### src/rtl/rule_cfg_loader.sv
// Rule-configuration loader: decodes single/burst write commands from a 32-bit
// valid/ready/last word stream and issues registered 64-bit rule write strobes.
module rule_cfg_loader #(
    parameter int CNT_WIDTH = 16,
    parameter int MAX_BURST = 255
) (
    input  logic                 i_clk,
    input  logic                 i_rst,
    input  logic                 i_en,
    input  logic                 i_cfg_valid,
    input  logic [31:0]          i_cfg_data,
    input  logic                 i_cfg_last,
    output logic                 o_cfg_ready,
    output logic                 o_rule_wren,
    output logic [63:0]          o_rule_wdata,
    output logic [31:0]          o_rule_addr,
    output logic [CNT_WIDTH-1:0] o_wr_cnt,
    output logic [2:0]           o_err,
    output logic                 o_busy
);

    typedef enum logic [2:0] {
        S_IDLE,
        S_ADDR,
        S_DHI,
        S_DLO,
        S_DRAIN
    } state_t;

    localparam logic [7:0] OP_SINGLE = 8'h01;
    localparam logic [7:0] OP_BURST  = 8'h02;

    state_t      state, state_nxt;
    logic        xfer;
    logic [7:0]  remaining;
    logic [31:0] addr;
    logic [31:0] data_hi;
    logic [7:0]  hdr_opcode;
    logic [7:0]  hdr_count;
    logic        hdr_bad;
    logic        load_hdr;
    logic        do_write;
    logic [2:0]  err_set;

    assign xfer       = i_cfg_valid & i_en;
    assign hdr_opcode = i_cfg_data[31:24];
    assign hdr_count  = i_cfg_data[7:0];
    assign hdr_bad    = !((hdr_opcode == OP_SINGLE) ||
                          ((hdr_opcode == OP_BURST) && (hdr_count != 8'd0) &&
                           (int'(hdr_count) <= MAX_BURST)));

    // NOTE: sequential state uses non-blocking assignments so every register
    // samples pre-edge values and simulation matches the synthesized flops.
    always_ff @(posedge i_clk or posedge i_rst) begin
        if (i_rst) state <= S_IDLE;
        else       state <= state_nxt;
    end

    // NOTE: every variable gets a default at the top of always_comb, so no
    // path leaves it unassigned and no latch is inferred.
    always_comb begin
        state_nxt = state;
        load_hdr  = 1'b0;
        do_write  = 1'b0;
        err_set   = 3'b000;
        if (xfer) begin
            unique case (state)
                S_IDLE: begin
                    if (hdr_bad) begin
                        err_set[0] = 1'b1;
                        state_nxt  = i_cfg_last ? S_IDLE : S_DRAIN;
                    end else if (i_cfg_last) begin
                        err_set[1] = 1'b1;
                    end else begin
                        load_hdr  = 1'b1;
                        state_nxt = S_ADDR;
                    end
                end
                S_ADDR: begin
                    if (i_cfg_last) begin
                        err_set[1] = 1'b1;
                        state_nxt  = S_IDLE;
                    end else begin
                        state_nxt = S_DHI;
                    end
                end
                S_DHI: begin
                    if (i_cfg_last) begin
                        err_set[1] = 1'b1;
                        state_nxt  = S_IDLE;
                    end else begin
                        state_nxt = S_DLO;
                    end
                end
                S_DLO: begin
                    // A data_lo word always completes its write, even with an early last.
                    do_write = 1'b1;
                    if (remaining == 8'd1) begin
                        if (i_cfg_last) begin
                            state_nxt = S_IDLE;
                        end else begin
                            err_set[2] = 1'b1;
                            state_nxt  = S_DRAIN;
                        end
                    end else if (i_cfg_last) begin
                        err_set[1] = 1'b1;
                        state_nxt  = S_IDLE;
                    end else begin
                        state_nxt = S_DHI;
                    end
                end
                S_DRAIN: begin
                    if (i_cfg_last) state_nxt = S_IDLE;
                end
                default: state_nxt = S_IDLE;
            endcase
        end
    end

    always_comb begin
        o_cfg_ready = i_en;
        o_busy      = (state != S_IDLE);
    end

    always_ff @(posedge i_clk or posedge i_rst) begin
        if (i_rst) begin
            remaining    <= '0;
            addr         <= '0;
            data_hi      <= '0;
            o_rule_wren  <= 1'b0;
            o_rule_wdata <= '0;
            o_rule_addr  <= '0;
            o_wr_cnt     <= '0;
            o_err        <= '0;
        end else begin
            o_rule_wren <= do_write;
            o_err       <= o_err | err_set;
            if (load_hdr)
                remaining <= (hdr_opcode == OP_BURST) ? hdr_count : 8'd1;
            if (xfer && state == S_ADDR)
                addr <= i_cfg_data;
            if (xfer && state == S_DHI)
                data_hi <= i_cfg_data;
            if (do_write) begin
                o_rule_addr  <= addr;
                o_rule_wdata <= {data_hi, i_cfg_data};
                o_wr_cnt     <= o_wr_cnt + CNT_WIDTH'(1);
                remaining    <= remaining - 8'd1;
                addr         <= addr + 32'd1;
            end
        end
    end

endmodule

### config.mk
export PLATFORM = sky130hd
export DESIGN_NAME = rule_cfg_loader
export DESIGN_NICKNAME = d
export VERILOG_FILES = /design/src/rtl/rule_cfg_loader.sv
export SDC_FILE = /design/constraint.sdc
export NUM_CORES = 1
export LEC_CHECK = 0
export ABC_AREA = 1
export CAP_MARGIN = 20
export CORE_MARGIN = 5
export CORE_UTILIZATION = 53
export DETAILED_ROUTE_END_ITERATION = 10
export PLACE_DENSITY_LB_ADDON = 0.08
export SKIP_CTS_REPAIR_TIMING = 1
export SLEW_MARGIN = 20
export SYNTH_ARGS = -nofsm -noshare
export SYNTH_HDL_FRONTEND = slang
export SYNTH_SLANG_ARGS = --single-unit
### constraint.sdc
create_clock -name i_clk -period 9.1 [get_ports i_clk]
set_clock_uncertainty 0.05 [all_clocks]
set_input_delay 1.82 -clock i_clk [delete_from_list [all_inputs] [get_ports i_clk]]
set_output_delay 1.82 -clock i_clk [all_outputs]
set_load 0.05 [all_outputs]
==> qor.yml, run 1 <==
floorplanning:
  die_area_um2: 19600
  die_h_um: 140
  coreArea_um2: 16600
  io_pins: 155
critical_path:
  slowest_stage: "clkdlybuf4s50_1"
  path_max_fanout: 2
  critPathBufInv: 2
  worstSetupStartpointType: "input port"
  arrival_ns: 3.11
  endpoint: "o_cfg_ready"
  worst-path-stages: 2
  end_kind: "output pin"
  reg2reg_depth: 9
  reg2reg_from: "state[1]$_DFFE_PP0P_"
  path_class: "input port to output pin"
synth:
  floorplan.nets: 1156
  ys.warnings.count: 0
  synth_area_um2: 8940
  netlist_instances: 1115
  ys_seq_share: 0.535
  ys_area_um2: 8940
  ys_ff: 191
  async_flop_share: 1.00
  ys_types: 41
  ys_cells: 1115
cells_and_area:
  combGateArea_um2: 3570
  comb_share: 0.320
  n_all_inverters: 95
  fillers: 1436
  n_antenna_cell: 0
  clkbuf_count: 18
  flops: 191
  comb_cells: 785
power_and_ir_drop:
  top_power_group: "registers"
  p_comb_uw: 267
  p_clk_uw: 732
  comb_power_share: 0.131
  pwr-share-clk: 0.361
  power_uw: 2030
  leakage_uw: 0.00556
route:
  vias: 7700
  finalWirelength_mm: 23.0
  met2WireLength_mm: 10.2
min_path:
  min_to: "o_rule_wdata[45]$_DFFE_PP0P_"
timing:
  tns_ns: 0
  fmax_mhz: 201
  hold-worst-slack_ns: 0.420
  hold_viol: 0
status:
  outcome: "complete, no violations"
cts:
  cts_max_level: 4
  cts_buffers: 17
job:
  maxCapViolCount: 0
global_routing:
  grtUsageTotal: 0.240
  grt_pass1_vias: 7434
placement:
  placed_cells: 1449
  pre_cts_ws_ns: 3.87
-- run 1: logic make-up (layout without fill, tap and decap cells) --
| family | Yosys count | after routing | share of synthesized area |
|---|---|---|---|
| buffers and inverters | 139 | 284 | 0.0679 |
| AND-OR/OR-AND | 142 | 142 | 0.0851 |
| flip-flops | 191 | 191 | 0.535 |
| AND/OR/NAND/NOR | 627 | 627 | 0.295 |
| XOR/XNOR | 12 | 12 | 0.0118 |
| adder cells (fa/ha/maj) | 4 | 4 | 0.00560 |
-- run 1: flip-flops by register name (all words and copies together), names as in the netlist --
name,count
addr,32
o_rule_addr,32
o_err,3
remaining,8
state,3
o_rule_wren,1
o_rule_wdata,64
o_wr_cnt,16
data_hi,32
run_1/sizes.png
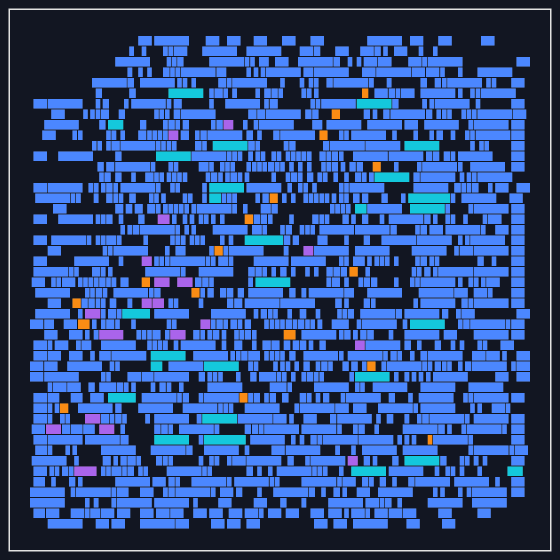
[orange] _2 cells | cells: 17 | share: 1.3%
[cyan] _6 and larger | cells: 27 | share: 2.1%
[blue] _0 and _1 cells | cells: 1197 | share: 95%
[purple] _3 and _4 cells | cells: 19 | share: 1.5%

run_1/layer_met3.png
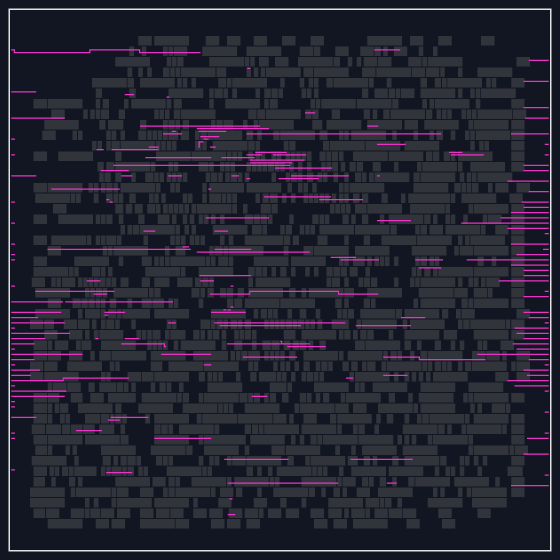
share of all routed wire: 6.7%
nets with wire on the layer: 152

run_1/logic_types.png
Scale bar: 50 um.
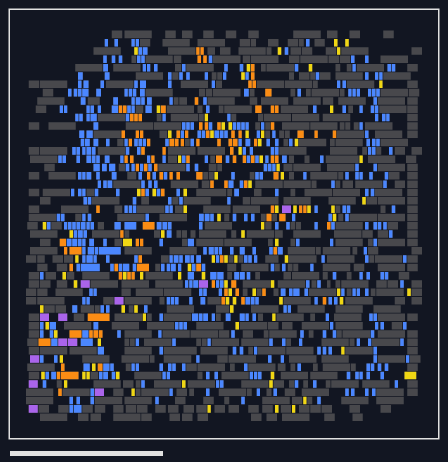
[purple] XOR/XNOR gates | cells: 12 | most used: xor2_1 | where: lower left
[blue] NAND gates | cells: 505 | most used: nand2_1 | where: spread over the die
[yellow] inverters | cells: 95 | most used: inv_1 | where: spread over the die
[orange] NOR gates | cells: 114 | most used: nor2_1

run_1/congestion.png
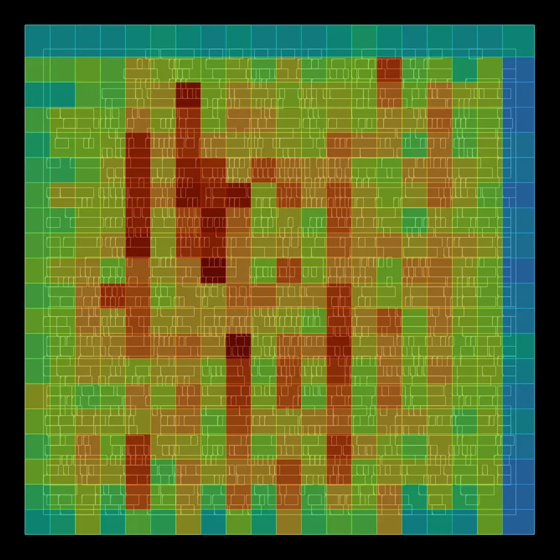
Most Crowded Layer GR: met2
M1 GR Usage: 0.342

run_1/clk_routes.png
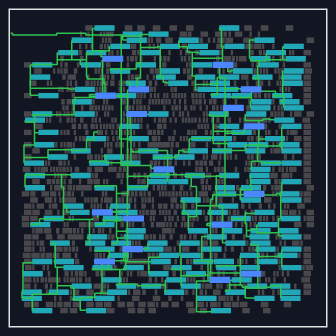

==> run 2: changes to the inputs <==
- clock period: 9.1 -> 4.59 ns (I/O delays scaled with it)
run_2/clk_routes.png
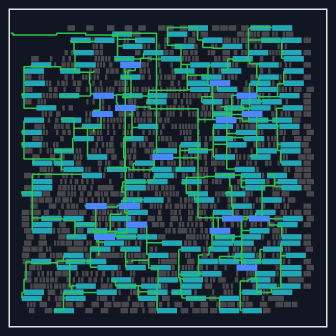
[cyan] flip-flops | count: 191
[green] clock wires | length: 2150 um
[blue] clock drivers | count: 17
flops lie: spread over the die

==> run 2 against run 1 <==
Sequential power is 98% higher. Global-route usage is 0.27 points lower. Register-to-register slack worse by 3.6 ns. Critical path type is now flip-flop to output pin. Synthesized cell count unchanged.
==> qor.yml, run 2 <==
timing:
  hold_viol: 0
  setup_ws_ns: 1.30
  tns_ns: 0
  hold-worst-slack_ns: 0.418
  fmax_mhz: 304
  final.min_clock_period_ns: 3.29
route:
  viasPerCell: 5.14
  finalWirelength_mm: 22.7
  vias: 7637
  wl_per_cell_um: 15.3
  met2WireLength_mm: 10.5
  drc_errors: 0
synth:
  synth_top_cell_by_area: "dfrtp_1"
  ys_types: 41
  synthTopLogicFamily: "simple AND/OR/NAND/NOR gates"
  floorplan.nets: 1156
  ys_cells: 1115
  synth_area_um2: 8940
  ys_sh_mux: 0
  ys_seq_share: 0.535
  synth-xor-area-share: 0.0118
  ys_ff: 191
  top_area_frac: 0.535
  ys.warnings.count: 0
  common_cells: "419 x nand2_1, 191 x dfrtp_1, 93 x inv_1"
  async_flop_share: 1.00
  ys_area_um2: 8940
  synthSimpleGateAreaFrac: 0.295
  yosys.area_share.aoi: 0.0851
  netlist_instances: 1115
  synthAdderAreaFrac: 0.00560
cts:
  clockRootBuffer: "clkbuf_16"
  cts_tree: "yes"
  clock_path_buffers: 2
  cts_buffers: 17
  cts_num_sinks: 191
  cts_max_level: 4
power_and_ir_drop:
  pwr-share-clk: 0.373
  p_int_uw: 2900
  comb_power_share: 0.130
  power_uw: 4100
  leakage_uw: 0.00560
  vdd_drop_max_uv: 284
  switchingPower_uw: 1200
min_path:
  min_path_type: "flip-flop to flip-flop"
  min_to: "o_rule_wdata[63]$_DFFE_PP0P_"
placement:
  pre_cts_ws_ns: 1.18
  globalplace.congestion: 0.939
  placed_cells: 1453
  portBuffers: 154
critical_path:
  slowest_stage: "clkdlybuf4s50_1"
  reg2reg_depth: 9
  slowest_delay_ns: 0.72
  path_delay_family: "buffers and inverters"
  endpoint: "o_busy"
  worst-path-stages: 4
  end_kind: "output pin"
  worstSetupStartpointType: "flip-flop"
  reg2reg_from: "state[1]$_DFFE_PP0P_"
  path_max_fanout: 7
  arrival_ns: 2.33
  path_class: "flip-flop to output pin"
  critPathBufInv: 2
  reg2reg_to: "addr[17]$_DFFE_PP0P_"
global_routing:
  grtUsageTotal: 0.238
  met1_usage: 0.352
  grt_pass1_wl_mm: 37.8
  busiest_layer: "met2"
  grt_pass1_vias: 7225
  met3_usage: 0.0367
cells_and_area:
  largest_reg_flops: 64
  layout_top_cells: "418 x nand2_1, 191 x dfrtp_1, 154 x clkdlybuf4s50_1, 92 x inv_1, 91 x nor2_1"
  regMostFlops: "o_rule_wdata"
  fillers: 1395
  final_nets: 1293
  combGateArea_um2: 3570
  final_util: 0.678
  final_layout_size_suffix_gt1_frac: 0.0545
  n_antenna_cell: 0
job:
  warning_count: 27
  maxCapViolCount: 0
floorplanning:
  die_area_um2: 19600
  rows: 47
  io_pins: 155
  die_h_um: 140
  coreArea_um2: 16600
  fp_util: 0.539
status:
  outcome: "complete, no violations"
-- run 2: cell count changes in the layout (fill, tap and decap cells not counted), sizes merged --
cell | before | now
clkinvlp | 5 | 3
inv | 97 | 99
buf | 5 | 8
clkinv | 3 | 5
-- run 2: power groups by stage --
stage	clock, uW	sequential (uW)	combinational (uW)
2_1_floorplan	0	2070	319
3_3_place_gp	0	2060	518
3_5_place_dp	0	2060	532
4_1_cts	1550	2030	536
5_1_grt	1620	2060	595
6_report	1530	2040	532
-- run 2: area by class of cell --
class,instances,share of cell area
inverter,95,0.0325
tap,220,0.0245
multi-input combinational,785,0.317
clock inverter,14,0.0156
sequential,191,0.425
clock buffer,18,0.0391
timing repair buffer,162,0.146
run_2/logic_types.png
Scale bar: 50 um.
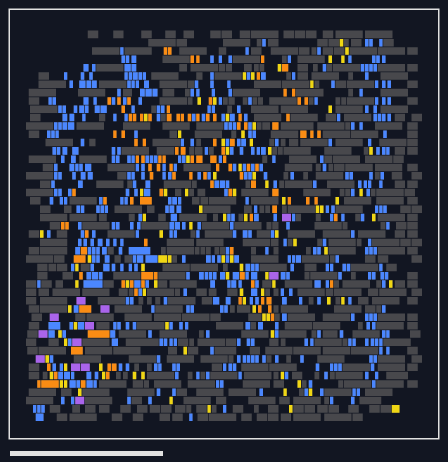

==> run 3: changes to the inputs <==
- clock period: 4.59 -> 3.2 ns (I/O delays scaled with it)
run_3/logic_types.png
Scale bar: 50 um.
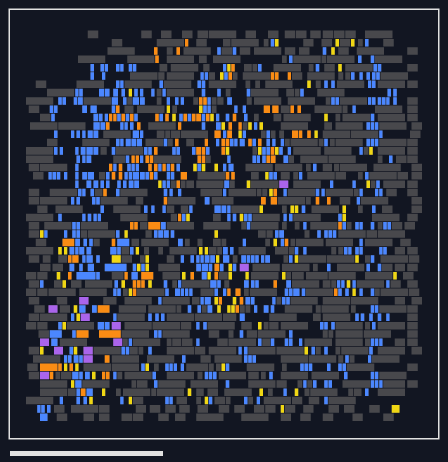
[blue] NAND gates | cells: 505 | most used: nand2_1 | where: spread over the die
[purple] XOR/XNOR gates | cells: 12 | most used: xor2_1 | where: lower left
[yellow] inverters | cells: 95 | most used: inv_1 | where: spread over the die
[orange] NOR gates | cells: 114 | most used: nor2_1

==> run 3 against run 2 <==
Sequential cell count stayed put. Combinational power is 46% higher. Die size stayed put. Setup slack worse by 1.1 ns. Cell count is 1.0% higher. Sequential power is 43% higher. Sequential share of layout area is 0.45 points lower. Critical path depth stayed put. Non-clock buffer count is 15 higher. Core utilization is 0.73 points higher. Worst hold slack worse by 0.0028 ns. First-iteration DRC count is 12% lower. Critical endpoint unchanged.
==> qor.yml, run 3 <==
status:
  outcome: "complete, no violations"
power_and_ir_drop:
  power_uw: 5750
  leakage_uw: 0.00568
synth:
  synthSimpleGateAreaFrac: 0.295
  ys_types: 41
  ys.warnings.count: 0
  synth_top_cell_by_area: "dfrtp_1"
  common_cells: "419 x nand2_1, 191 x dfrtp_1, 93 x inv_1"
  synthAdderAreaFrac: 0.00560
  ys_area_um2: 8940
  synth-xor-area-share: 0.0118
timing:
  hold_viol: 0
  final.min_clock_period_ns: 2.99
  tns_ns: 0
  fmax_mhz: 334
  setup_ws_ns: 0.207
critical_path:
  path_max_fanout: 7
  reg2reg_from: "state[1]$_DFFE_PP0P_"
  worstSetupStartpointType: "flip-flop"
  critPathBufInv: 2
  worst-path-stages: 4
  end_kind: "output pin"
  slowest_stage: "clkdlybuf4s50_1"
  path_delay_family: "buffers and inverters"
  slowest_delay_ns: 0.71
  endpoint: "o_busy"
  reg2reg_depth: 10
cells_and_area:
  n_antenna_cell: 0
  layout_top_cells: "418 x nand2_1, 191 x dfrtp_1, 154 x clkdlybuf4s50_1, 92 x inv_1, 91 x nor2_1"
  regMostFlops: "o_rule_wdata"
  largest_reg_flops: 64
floorplanning:
  coreArea_um2: 16600
  io_pins: 155
  fp_util: 0.539
cts:
  cts_buffers: 17
  cts_num_sinks: 191
  cts_tree: "yes"
route:
  drc_errors: 0
placement:
  pre_cts_ws_ns: 0.355
  globalplace.congestion: 0.905
  portBuffers: 154
min_path:
  min_path_type: "flip-flop to flip-flop"
global_routing:
  busiest_layer: "met2"
  grt_pass1_wl_mm: 37.9
  met1_usage: 0.358
  grtUsageTotal: 0.239
run 3: cell counts after synthesis:
Identical to the previous run, type by type.
run 3: report_power, final:
part	leakage [uW]	switching [uW]	internal, uW
clock	0.000277	1010	1040
combinational	0.00284	490	289
sequential	0.00256	248	2670
total	0.00568	1750	4000
run 3: cell type report:
| type | instances | area (um^2) |
|---|---|---|
| clock buffers | 17 | 425 |
| clock inverters | 15 | 148 |
| fillers | 1435 | 5220 |
| inverters | 95 | 365 |
| multi-input cells | 785 | 3570 |
| flip-flops and latches | 191 | 4780 |
| well taps | 220 | 275 |
| repair buffers | 177 | 1800 |
run 3: layer usage:
metal  wire length [um]  part of all wire  up-vias
li1                   -                 -     3851
met1              10700              0.46     3680
met2              10300              0.45      287
met3               1640             0.071       25
met4                400             0.017        0
met5                  0                 0        -
Power is estimated from default activity; no workload was simulated.
